## src/rtl/piano_note_arbiter.sv

```systemverilog
// Purpose : debounces eight piano keys, picks the single note that owns the speaker,
//           and drives one shared square-wave tone divider for that note.
// Latency : raw key edge -> debounced edge 2+DEBOUNCE_CYCLES cycles; +2 more until note_valid.
// Backpressure: none; keys are level inputs and the outputs are free-running levels.
//
// Ports:
//   clk         system clock (50 MHz)
//   rst         asynchronous reset, active-high
//   keys[7:0]   raw active-high keys, bit0 = Do (C4) ... bit7 = Do' (C5)
//   octave_up   (only with OCTAVE_UP_EN) halves the loaded half-period, raising one octave
//   speaker     square-wave tone output
//   note_valid  high while a note is playing
//   active_note index of the key owning the speaker
//
// Optional feature macro: OCTAVE_UP_EN
module piano_note_arbiter #(
    parameter int DEBOUNCE_CYCLES = 1000000,
    parameter int CNT_W           = 17
) (
    input  logic       clk,
    input  logic       rst,
    input  logic [7:0] keys,
`ifdef OCTAVE_UP_EN
    input  logic       octave_up,
`endif
    output logic       speaker,
    output logic       note_valid,
    output logic [2:0] active_note
);

    localparam int DW = $clog2(DEBOUNCE_CYCLES + 1);
    localparam logic [DW-1:0] DB_LAST = DW'(DEBOUNCE_CYCLES - 1);

    typedef enum logic [1:0] {
        IDLE = 2'd0,
        LOAD = 2'd1,
        PLAY = 2'd2
    } state_t;

    state_t           state;
    logic [7:0]       key_s1;
    logic [7:0]       key_s2;
    logic [7:0]       deb;
    logic [7:0]       deb_d;
    logic [DW-1:0]    dcnt [8];
    logic [2:0]       own;
    logic [CNT_W-1:0] half_q;
    logic [CNT_W-1:0] tcnt;

    logic [7:0]       press;
    logic [7:0]       rel;
    logic             sel_ev;
    logic             idle_ev;
    logic [2:0]       new_sel;
    logic [2:0]       load_idx;
    logic [CNT_W-1:0] tbl_val;
    logic             oct_hi;
    logic             oct_chg;

    // Half-period of each note in clk cycles.
    function automatic logic [CNT_W-1:0] note_half(input logic [2:0] idx);
        case (idx)
            3'd0:    note_half = CNT_W'(95556);
            3'd1:    note_half = CNT_W'(85132);
            3'd2:    note_half = CNT_W'(75843);
            3'd3:    note_half = CNT_W'(71586);
            3'd4:    note_half = CNT_W'(63776);
            3'd5:    note_half = CNT_W'(56818);
            3'd6:    note_half = CNT_W'(50620);
            default: note_half = CNT_W'(47778);
        endcase
    endfunction

    function automatic logic [2:0] lowest_set(input logic [7:0] v);
        lowest_set = 3'd0;
        for (int i = 7; i >= 0; i--) begin
            if (v[i]) lowest_set = 3'(i);
        end
    endfunction

    // Two-flop synchronizer on every key.
    always_ff @(posedge clk or posedge rst) begin
        if (rst) begin
            key_s1 <= '0;
            key_s2 <= '0;
        end else begin
            key_s1 <= keys;
            key_s2 <= key_s1;
        end
    end

    // A key's debounced value only moves after DEBOUNCE_CYCLES consecutive cycles of disagreement.
    always_ff @(posedge clk or posedge rst) begin
        if (rst) begin
            deb   <= '0;
            deb_d <= '0;
            for (int i = 0; i < 8; i++) dcnt[i] <= '0;
        end else begin
            deb_d <= deb;
            for (int i = 0; i < 8; i++) begin
                if (key_s2[i] == deb[i]) begin
                    dcnt[i] <= '0;
                end else if (dcnt[i] == DB_LAST) begin
                    deb[i]  <= key_s2[i];
                    dcnt[i] <= '0;
                end else begin
                    dcnt[i] <= dcnt[i] + DW'(1);
                end
            end
        end
    end

`ifdef OCTAVE_UP_EN
    logic oct_s1;
    logic oct_s2;
    logic oct_d;

    always_ff @(posedge clk or posedge rst) begin
        if (rst) begin
            oct_s1 <= 1'b0;
            oct_s2 <= 1'b0;
            oct_d  <= 1'b0;
        end else begin
            oct_s1 <= octave_up;
            oct_s2 <= oct_s1;
            oct_d  <= oct_s2;
        end
    end

    assign oct_hi  = oct_s2;
    assign oct_chg = oct_s2 != oct_d;
`else
    assign oct_hi  = 1'b0;
    assign oct_chg = 1'b0;
`endif

    // Arbitration: a press always wins (lowest index on ties); releasing the owner falls
    // back to the lowest held key, or silences when nothing is held. Own is only
    // meaningful outside IDLE.
    always_comb begin
        press   = deb & ~deb_d;
        rel     = deb_d & ~deb;
        sel_ev  = 1'b0;
        idle_ev = 1'b0;
        new_sel = 3'd0;
        if (|press) begin
            sel_ev  = 1'b1;
            new_sel = lowest_set(press);
        end else if (state != IDLE && rel[own]) begin
            if (|deb) begin
                sel_ev  = 1'b1;
                new_sel = lowest_set(deb);
            end else begin
                idle_ev = 1'b1;
            end
        end
        // An event landing during LOAD retargets the load in the same cycle.
        load_idx = sel_ev ? new_sel : own;
        tbl_val  = note_half(load_idx);
    end

    always_ff @(posedge clk or posedge rst) begin
        if (rst) begin
            state       <= IDLE;
            own         <= 3'd0;
            active_note <= 3'd0;
            half_q      <= '0;
            tcnt        <= '0;
            speaker     <= 1'b0;
            note_valid  <= 1'b0;
        end else begin
            case (state)
                IDLE: begin
                    speaker    <= 1'b0;
                    note_valid <= 1'b0;
                    if (sel_ev) begin
                        own   <= new_sel;
                        state <= LOAD;
                    end
                end
                LOAD: begin
                    if (idle_ev) begin
                        speaker    <= 1'b0;
                        note_valid <= 1'b0;
                        state      <= IDLE;
                    end else begin
                        own         <= load_idx;
                        active_note <= load_idx;
                        half_q      <= oct_hi ? (tbl_val >> 1) : tbl_val;
                        tcnt        <= '0;
                        speaker     <= 1'b0;
                        note_valid  <= 1'b1;
                        state       <= PLAY;
                    end
                end
                PLAY: begin
                    if (sel_ev) begin
                        own     <= new_sel;
                        speaker <= 1'b0;
                        state   <= LOAD;
                    end else if (idle_ev) begin
                        speaker    <= 1'b0;
                        note_valid <= 1'b0;
                        state      <= IDLE;
                    end else if (oct_chg) begin
                        // Same note, new octave: reload to pick up the new half-period.
                        speaker <= 1'b0;
                        state   <= LOAD;
                    end else if (tcnt == half_q - CNT_W'(1)) begin
                        speaker <= ~speaker;
                        tcnt    <= '0;
                    end else begin
                        tcnt <= tcnt + CNT_W'(1);
                    end
                end
                default: state <= IDLE;
            endcase
        end
    end

endmodule

```

## config.mk

```make
export PLATFORM = sky130hd
export DESIGN_NAME = piano_note_arbiter
export DESIGN_NICKNAME = d
export VERILOG_FILES = /design/src/rtl/piano_note_arbiter.sv
export SDC_FILE = /design/constraint.sdc
export NUM_CORES = 1
export LEC_CHECK = 0
export CORE_MARGIN = 2
export CORE_UTILIZATION = 32
export DETAILED_ROUTE_END_ITERATION = 10
export HOLD_SLACK_MARGIN = 0.1
export PLACE_DENSITY_LB_ADDON = 0.3
export SKIP_CTS_REPAIR_TIMING = 1
export SYNTH_ARGS = -nofsm -noshare
export SYNTH_HDL_FRONTEND = slang
export SYNTH_SLANG_ARGS = --single-unit
```

## constraint.sdc

```tcl
create_clock -name clk -period 10.74 [get_ports clk]
set_input_delay 2.148 -clock clk [delete_from_list [all_inputs] [get_ports clk]]
set_output_delay 2.148 -clock clk [all_outputs]
set_load 0.1 [all_outputs]
```

### Placement view, run 1

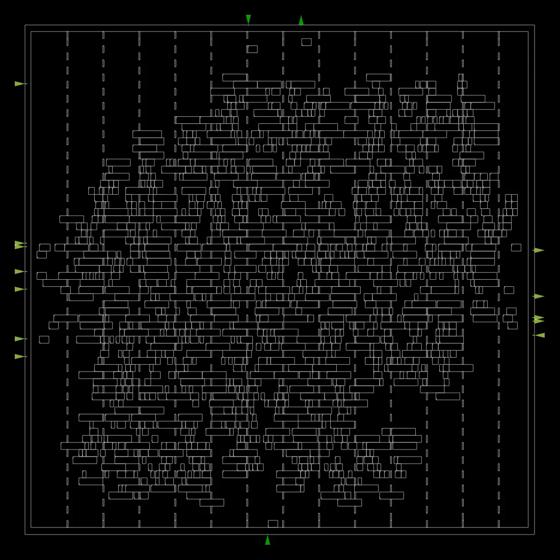
Util after Layout: 36.66%
# rows: 70
n_taps: 468

### Register map, names as in the netlist, run 1

Other sequential cells in the stronger gray, the rest of the logic in the fainter gray.
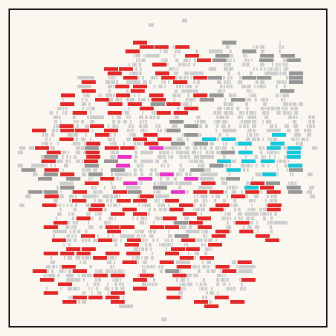
name in the netlist	color	flops
`deb_d`	magenta	8
`half_q`	cyan	17
`dcnt`	red	160
register area: 5906 um2
flop share of the area: 44.32%
P_seq: 908 uW

### M1 wires, run 1

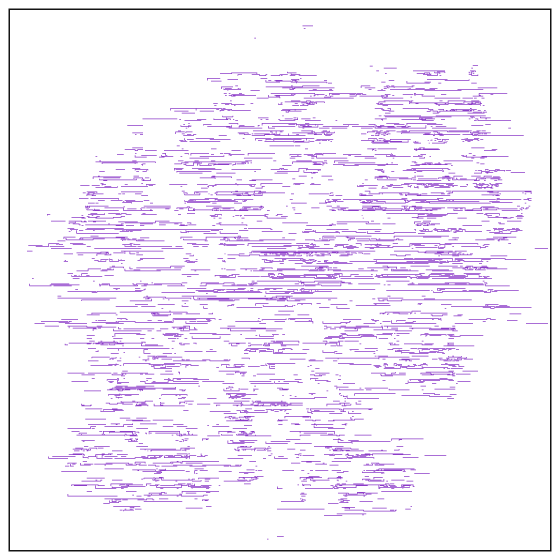
nets with wire on the layer	1180
longest straight run	39.1 um
main direction	horizontal
share of all routed wire	51%
GRT met1 Usage: 17.41%
vias: 8543

### Metal 2, run 1

Cells faint in the background.
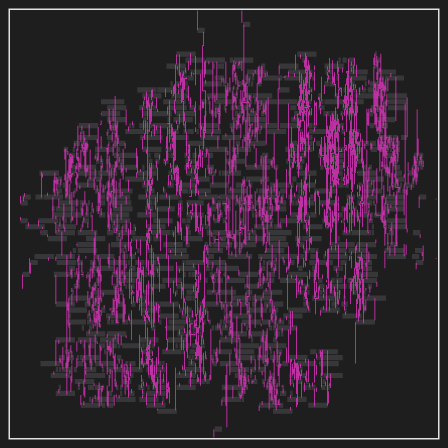
longest straight run	63.6 um
nets with wire on the layer	1015
share of all routed wire	45%
Total Routed Length: 22680 um
met2 Use GR: 19.64%

==> results.yml, run 1 <==
# synthesis and place-and-route metrics
outcome:
  outcome: "finished clean"
floorplan:
  initCoreUtil_pct: 32.33
  core_um2: 36350
synthesis:
  async_flop_share_pct: 100.0
  ff_type: "dfrtp_1"
  synthSimpleGateAreaFrac_pct: 25.14
  syn-num-nets: 1247
  yosysWarningCount: 0
  ys_sh_xor_pct: 11.40
worst_setup_path:
  crit_start: "speaker$_DFFE_PP0P_"
  cp_num_buf_inv: 1
  cpPeakStageDelay_ns: 1.16
  timing.rr.end: "tcnt[9]$_DFFE_PP0P_"
  worstPathRequired_ns: 8.59
  crit_path_end: "speaker"
timing:
  layout_min_cycle_time_ns: 4.268
  fin_worst_skew_ns: 0.007740
  tightest_slew_ns: 1.313
  tns_ns: 0
grt:
  grt_pass1_wl_um: 40140
  grt_max_degree: 114
  grt_pass1_vias: 8326
  grtUsageTotal_pct: 12.27
pwr:
  switchingPower_uw: 412.0
  switching_share_pct: 21.37
  clkPwrFrac_pct: 50.5
min_path:
  min-delay-path-class: "flop to flop"
  whs_path_depth: 0
  hold_path_end: "key_s2[7]$_DFF_PP0_"
cts:
  cts_tree: "built"
  cts.sinks: 236
flow_run:
  tool_warnings: 28
place:
  dp_worst_setup_slack_ns: 6.560
  port_buffers: 14
  place_inst: 1676
detailed_routing:
  first_pass_iters: 4
  wl_per_cell_um: 13.13
finish:
  fin_nets: 1258
-- run 1: Yosys cell counts (3+ instances only) --
cell type / n / area share, %
nor3_1: 20 / 0.85
nand4_1: 31 / 1.7
buf_1: 3 / 0.096
dfrtp_1: 236 / 50
a211oi_1: 4 / 0.26
ha_1: 10 / 1.1
nand3_1: 76 / 3.2
nand2_1: 106 / 3.4
mux4_2: 3 / 0.57
nor4_1: 18 / 0.96
or2_2: 8 / 0.43
xor2_1: 85 / 6.3
nor4bb_1: 3 / 0.26
o21ai_0: 51 / 2.2
a2bb2oi_1: 3 / 0.22
mux2_2: 8 / 0.77
o31ai_1: 5 / 0.32
or3_1: 30 / 1.6
xnor2_1: 68 / 5.1
nor3b_1: 3 / 0.19
a21o_1: 4 / 0.26
nor2_1: 182 / 5.8
o22ai_1: 3 / 0.16
and2_1: 8 / 0.43
inv_1: 30 / 0.96
nor4b_1: 11 / 0.82
clkbuf_1: 32 / 1.0
o211ai_1: 3 / 0.19
a21oi_1: 42 / 1.8
a31oi_1: 4 / 0.21
mux2i_1: 6 / 0.51
and3_1: 40 / 2.1
o2bb2ai_1: 5 / 0.37
nor2b_1: 15 / 0.80
and4_1: 6 / 0.45
nand3b_1: 3 / 0.19
nand2b_1: 18 / 0.96
-- run 1: cells by family after synthesis --
| family | after synthesis |
|---|---|
| AND-OR/OR-AND | 150 |
| AND/OR/NAND/NOR | 591 |
| multiplexers | 17 |
| adder cells (fa/ha/maj) | 10 |
| flip-flops | 236 |
| buffers and inverters | 70 |
| XOR/XNOR | 153 |
-- run 1: layout make-up --
class,instances,share of cell area (%)
Sequential cell,236,44.32
Tap cell,468,4.395
Timing Repair Buffer,21,1.446
Clock buffer,38,5.850
Clock inverter,14,1.324
Multi-Input combinational cell,921,41.76
Inverter,30,0.9015
-- run 1: power groups by stage --
| stage | sequential [mW] | combinational, mW | clock, mW |
|---|---|---|---|
| 2_1_floorplan | 0.923 | 0.0336 | 0 |
| 3_3_place_gp | 0.924 | 0.0475 | 0 |
| 3_5_place_dp | 0.924 | 0.0479 | 0 |
| 4_1_cts | 0.908 | 0.0480 | 1.00 |
| 5_1_grt | 0.910 | 0.0536 | 1.05 |
| 6_report | 0.908 | 0.0451 | 0.975 |
-- run 1: routing by layer --
layer / vias up / share of wire, % / GRT usage, %
met5: - / 0 / 0
met4: 0 / 1.8 / 3.053
met3: 34 / 3.1 / 1.917
met2: 87 / 45 / 19.64
met1: 4160 / 51 / 17.41
li1: 4262 / - / -
-- run 1: state kept, by name (all words and copies together) (netlist names) --
register     flops
active_note      3
dcnt           160
deb              8
deb_d            8
half_q          17
key_s1           8
key_s2           8
note_valid       1
own              3
speaker          1
state            2
tcnt            17
-- run 1: stage by stage --
step / total power [mW] / area (um2)
floorplan: 0.9562 / 11750
global placement: 0.9718 / 12370
detailed placement: 0.9723 / 12370
CTS: 1.961 / 13320
global route: 2.009 / 13320
finish: 1.928 / 13320
### Local utilization, run 1

20 x 20 tiles, from white (low) to dark blue (high), 0 to 100% covered.
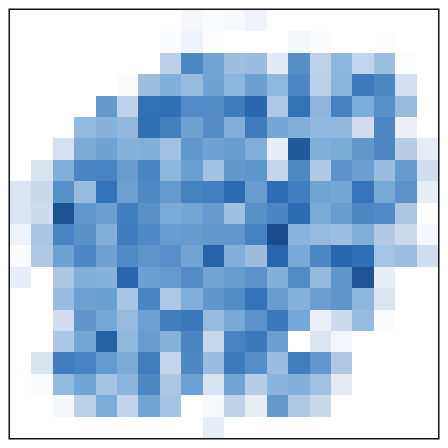

==> run 2, diff against run 1 <==
clock period = 4.4 ns   (was 10.74 ns; I/O delays follow)
### Local utilization, run 2

20 x 20 tiles, from white (low) to dark blue (high), 0 to 100% covered.
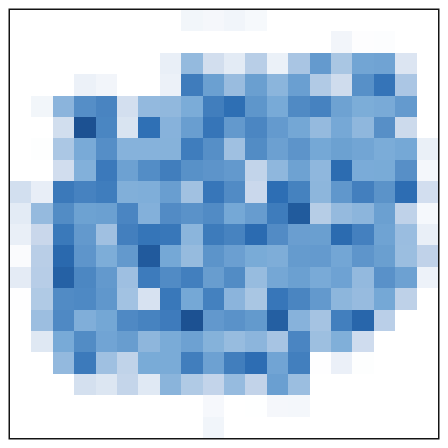
densest ninth of the die	middle
mean over tiles	33%
nearly empty tiles	30%
tiles over 75% full	3.5%
Initial Util: 32.33%
core area: 36350 um2

### Metal 2, run 2

Cells faint in the background.
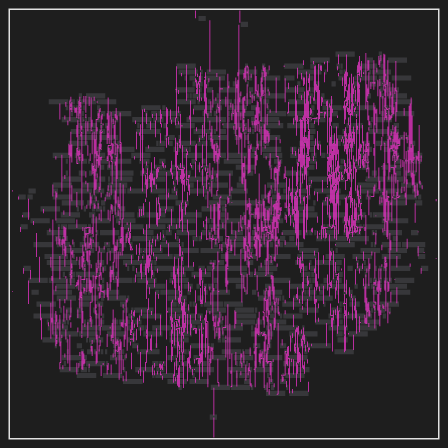
longest straight run	58.8 um
share of all routed wire	45%
main direction	vertical
wire length on this layer	10300 um
nets with wire on the layer	997
vias: 8506
Total Routed Length: 22810 um
met2 Use GR: 20.07%

### Placement view, run 2

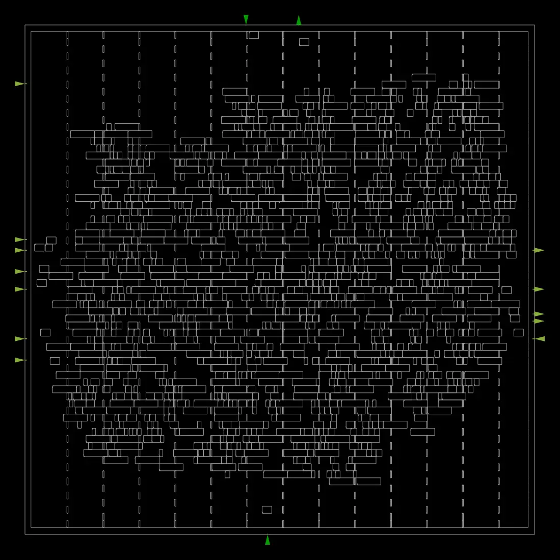
FFs & Latches: 236
flop share of the area: 44.22%
Util after Layout: 36.74%
Filler Cells Inserted: 3593
Non-Filler Instances: 1727

==> run 2 against run 1 <==
Compared with the run above:
- largest cell class unchanged
- setup slack got worse by 5.5 ns
- critical path type is now flop to flop
- largest power group unchanged
- combinational power increased to 2.6 times the previous value
- hold slack got worse by 0.0079 ns
- critical endpoint is now tcnt[15]$_DFFE_PP0P_
==> results.yml, run 2 <==
# synthesis and place-and-route metrics
outcome:
  outcome: "finished clean"
place:
  dp_worst_setup_slack_ns: 1.013
  place_area_um2: 12440
  port_buffers: 14
synthesis:
  synthSimpleGateAreaFrac_pct: 25.14
  common_cells: "236 x dfrtp_1, 182 x nor2_1, 106 x nand2_1"
  synth_top_area_share_pct: 50.26
  yosysWarningCount: 0
  async_flop_share_pct: 100.0
  yosys.cell_count.top_type: "dfrtp_1"
  syn-num-nets: 1247
  ys_sh_xor_pct: 11.40
  topCellsByArea: "dfrtp_1 50%, xor2_1 6.3%, nor2_1 5.8%"
timing:
  tightest_slew_ns: 0.9655
  tns_ns: 0
  fin_worst_skew_ns: 0.01217
  layout_min_cycle_time_ns: 3.449
worst_setup_path:
  worstPathRequired_ns: 4.78
  crit_start: "deb[4]$_DFFE_PP0P_"
finish:
  final_area_um2: 13360
  largest_registers: "dcnt (160), half_q (17), tcnt (17)"
  regMostFlops: "dcnt"
  fin_nets: 1261
  largest_register_ffs: 160
detailed_routing:
  first_pass_iters: 5
  wl_met3_um: 795
  wl_met2_um: 10310
  wl_per_cell_um: 13.21
  maxUsedRoutingLayer: "met4"
min_path:
  min-delay-path-class: "flop to flop"
grt:
  grt_max_degree: 69
  grt_pass1_wl_um: 39960
cts:
  cts.sinks: 236
  cts_tree: "built"
flow_run:
  tool_warnings: 26
pwr:
  power.total_mw: 4.644
floorplan:
  fp-row-count: 70
## run 2: cell counts after synthesis
No cell type changed its count.
## run 2: layout make-up
| cell class | instances | area, um2 | share of cell area (%) |
|---|---|---|---|
| Sequential cell | 236 | 5906 | 44.22 |
| Multi-Input combinational cell | 921 | 5564 | 41.66 |
| Clock buffer | 37 | 763.2 | 5.715 |
| Tap cell | 468 | 585.6 | 4.384 |
| Timing Repair Buffer | 26 | 267.8 | 2.005 |
| Clock inverter | 9 | 152.6 | 1.143 |
| Inverter | 30 | 116.4 | 0.8713 |
## run 2: through the flow
stage | cells | util, %
detailed placement | 1681 | 34.22
floorplan | 1227 | -
global placement | 1681 | 34.22
global route | 1727 | 36.74
finish | 1727 | 36.74
CTS | 1727 | 36.74
## run 2: cells by family after synthesis
logic type	count (synthesis)
multiplexers	17
AND/OR/NAND/NOR	591
AND-OR/OR-AND	150
XOR/XNOR	153
adder cells (fa/ha/maj)	10
buffers and inverters	70
flip-flops	236
## run 2: worst max-delay path, cell delays in order (launching register included)
cell and delay [ns]:
dfrtp_1 0.49, nor4_1 0.53, nand2_1 0.23, o21ai_1 0.18
buf_4 0.22, and2_0 0.75, inv_1 0.49, nand3_1 0.20
xor2_1 0.15, a21oi_1 0.05
## run 2: worst paths after layout
check	slack, ns	end	depth (start not counted)
max	0.95	tcnt[15]$_DFFE_PP0P_	9
min	0.35	key_s2[4]$_DFF_PP0_	0
max reg2reg	0.95	tcnt[15]$_DFFE_PP0P_	9
min reg2reg	0.35	key_s2[4]$_DFF_PP0_	0
max in group asynchronous	2.75	dcnt[33]$_DFF_PP0_	3
min in group asynchronous	0.80	dcnt[17]$_DFF_PP0_	2
## run 2: layer usage
layer,global-route usage [%],up-vias
met5,0,-
met1,16.85,4086
met3,2.038,28
met4,3.025,0
li1,-,4277
met2,20.07,115
## run 2: power by group
| group | total (mW) | leakage, nW | switching (mW) | internal (mW) |
|---|---|---|---|---|
| Combinational | 0.116 | 1.97 | 0.0810 | 0.0351 |
| Clock | 2.31 | 0.439 | 0.876 | 1.44 |
| Sequential | 2.22 | 3.24 | 0.0217 | 2.20 |
| Total | 4.64 | 5.65 | 0.978 | 3.67 |
### Register map, names as in the netlist, run 2

Other sequential cells in the stronger gray, the rest of the logic in the fainter gray.
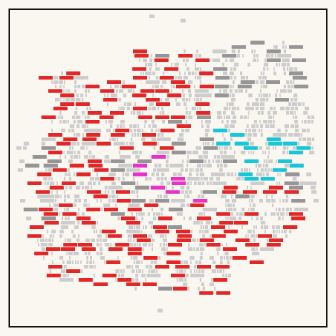

==> run 3, diff against run 2 <==
clock period = 3.5 ns   (was 4.4 ns; I/O delays follow)
### Register map, names as in the netlist, run 3

Other sequential cells in the stronger gray, the rest of the logic in the fainter gray.
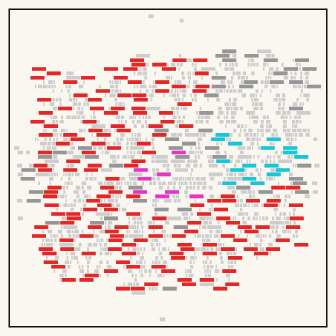
name in the netlist	color	flops
`half_q`	cyan	17
`dcnt`	red	160
`deb_d`	magenta	8
P_seq: 2.79 mW
Util after Layout: 36.51%
flop share of the area: 44.50%

### Local utilization, run 3

20 x 20 tiles, from white (low) to dark blue (high), 0 to 100% covered.
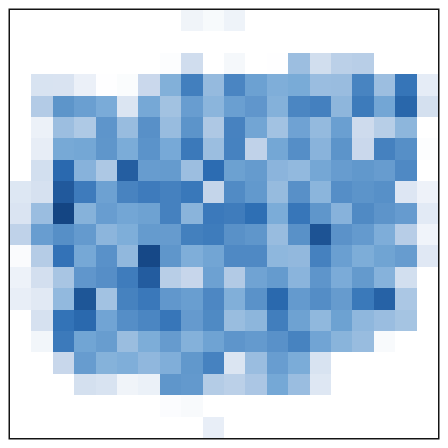
mean over tiles	33%
fullest tile	92%
tiles over 75% full	3.3%
nearly empty tiles	30%

==> run 3 against run 2 <==
Compared with the run above:
- cell count grew 0.29%
- register-to-register slack lost 0.65 ns
- synthesized area is the same
- core utilization shrank 0.23 points
- wire length shrank 0.10%
- combinational power grew 25%
- sequential share of layout area grew 0.28 points
- cell area shrank 0.64%
- clock power grew 13%
- critical path type unchanged
- critical endpoint is now tcnt[10]$_DFFE_PP0P_
- largest cell class unchanged
==> results.yml, run 3 <==
# synthesis and place-and-route metrics
detailed_routing:
  dr_total_vias: 8503
  wl_um: 22790
  first_pass_iters: 5
  wl_per_cell_um: 13.16
synthesis:
  async_flop_share_pct: 100.0
  synth_top_cell_by_area: "dfrtp_1"
  yosysWarningCount: 0
  yosys.cell_count.top_type: "dfrtp_1"
  ff_type: "dfrtp_1"
  syn-num-nets: 1247
min_path:
  min-delay-path-class: "flop to flop"
finish:
  largest_register_ffs: 160
  fin_nets: 1264
outcome:
  outcome: "finished clean"
floorplan:
  fp-row-count: 70
  core_um2: 36350
place:
  dp_worst_setup_slack_ns: 0.3025
  port_buffers: 14
grt:
  grt_pass1_vias: 8297
timing:
  fin_worst_skew_ns: 0.01068
  layout_min_cycle_time_ns: 3.198
worst_setup_path:
  critPathSlowestCell: "or4_1"
  path_cells: "or4_1 -> or4_1 -> a21oi_1 -> o31ai_1 -> or4b_4 -> o21ai_4 -> buf_4 -> a21oi_1 -> a21o_1"
### Placement view, run 3

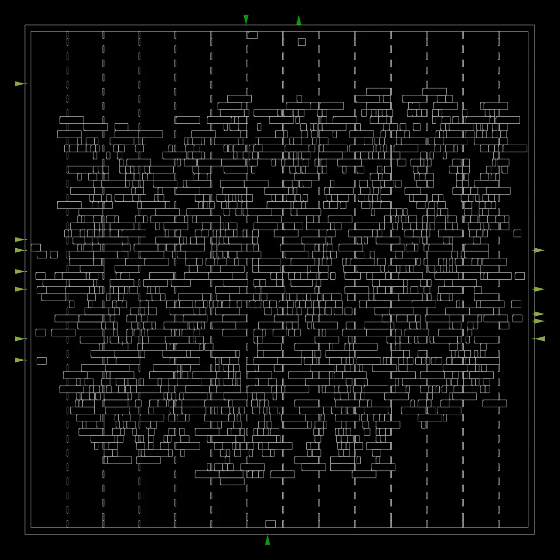
Filler Cells Inserted: 3612
Non-Filler Instances: 1732

-- run 3: cell types whose count changed in the layout (fill, tap and decap cells not counted), sizes merged --
cell           before  now
clkinv              2    8
bufinv              4    0
clkdlybuf4s50      14   12
buf                12   17
-- run 3: power breakdown --
| group | total [mW] | internal [mW] | leakage, nW | switching, mW |
|---|---|---|---|---|
| Sequential | 2.79 | 2.76 | 3.24 | 0.0263 |
| Clock | 2.61 | 1.50 | 0.404 | 1.12 |
| Combinational | 0.145 | 0.0427 | 1.98 | 0.103 |
-- run 3: cell families (layout without fill, tap and decap cells) --
| group | Yosys count | count (layout) | synth area share (%) |
|---|---|---|---|
| compound gates | 150 | 150 | 7.890 |
| xor+xnor | 153 | 153 | 11.40 |
| fa+ha+maj | 10 | 10 | 1.065 |
| buf+inv | 70 | 107 | 2.396 |
| flops | 236 | 236 | 50.26 |
| mux | 17 | 17 | 1.853 |
| simple gates | 591 | 591 | 25.14 |
-- run 3: worst max-delay path, delay by kind of cell (launching register included) --
family	cells	cell delay, ns
simple gates	3	1.66
buf+inv	1	0.22
compound gates	5	0.75
flops	1	0.47
-- run 3: metrics by stage --
step	utilization, %	hold slack (ns)	total power, mW	cell area [um2]	cells
final	36.51	0.3510	5.547	13270	1732
after global routing	36.51	0.3648	5.786	13270	1732
after CTS	36.51	0.3561	5.649	13270	1732
after detailed placement	34.24	0.3389	2.989	12440	1684
after global placement	34.24	0.3353	2.987	12440	1684
after floorplan	-	0.3312	2.935	11760	1227
-- run 3: path summary, 6_finish.rpt --
| check | start | to | slack (ns) | depth (start not counted) |
|---|---|---|---|---|
| setup / recovery | half_q[2]$_DFFE_PP0P_ | tcnt[10]$_DFFE_PP0P_ | 0.30 | 9 |
| hold / removal | key_s1[3]$_DFF_PP0_ | key_s2[3]$_DFF_PP0_ | 0.35 | 0 |
| setup reg to reg | half_q[2]$_DFFE_PP0P_ | tcnt[10]$_DFFE_PP0P_ | 0.30 | 9 |
| hold reg to reg | key_s1[3]$_DFF_PP0_ | key_s2[3]$_DFF_PP0_ | 0.35 | 0 |
| max in group asynchronous | rst | active_note[0]$_DFFE_PP0P_ | 2.32 | 3 |
| min in group asynchronous | rst | dcnt[6]$_DFF_PP0_ | 0.46 | 2 |
-- run 3: routing by layer --
layer | global-route usage (%) | share of wire, % | vias to the layer above
met4 | 3.223 | 2.1 | 0
met1 | 17.40 | 50 | 4114
met5 | 0 | 0 | -
met3 | 1.813 | 2.7 | 30
met2 | 19.66 | 45 | 79
li1 | - | - | 4280
-- run 3: final cells by class --
class | instances | area, um2
fillers | 3612 | 23080
flip-flops and latches | 236 | 5906
multi-input cells | 921 | 5564
clock buffers | 37 | 752.0
well taps | 468 | 585.6
repair buffers | 29 | 272.8
inverters | 30 | 116.4
clock inverters | 11 | 73.82
No activity file was given, so power comes from the tool's default toggle rates.
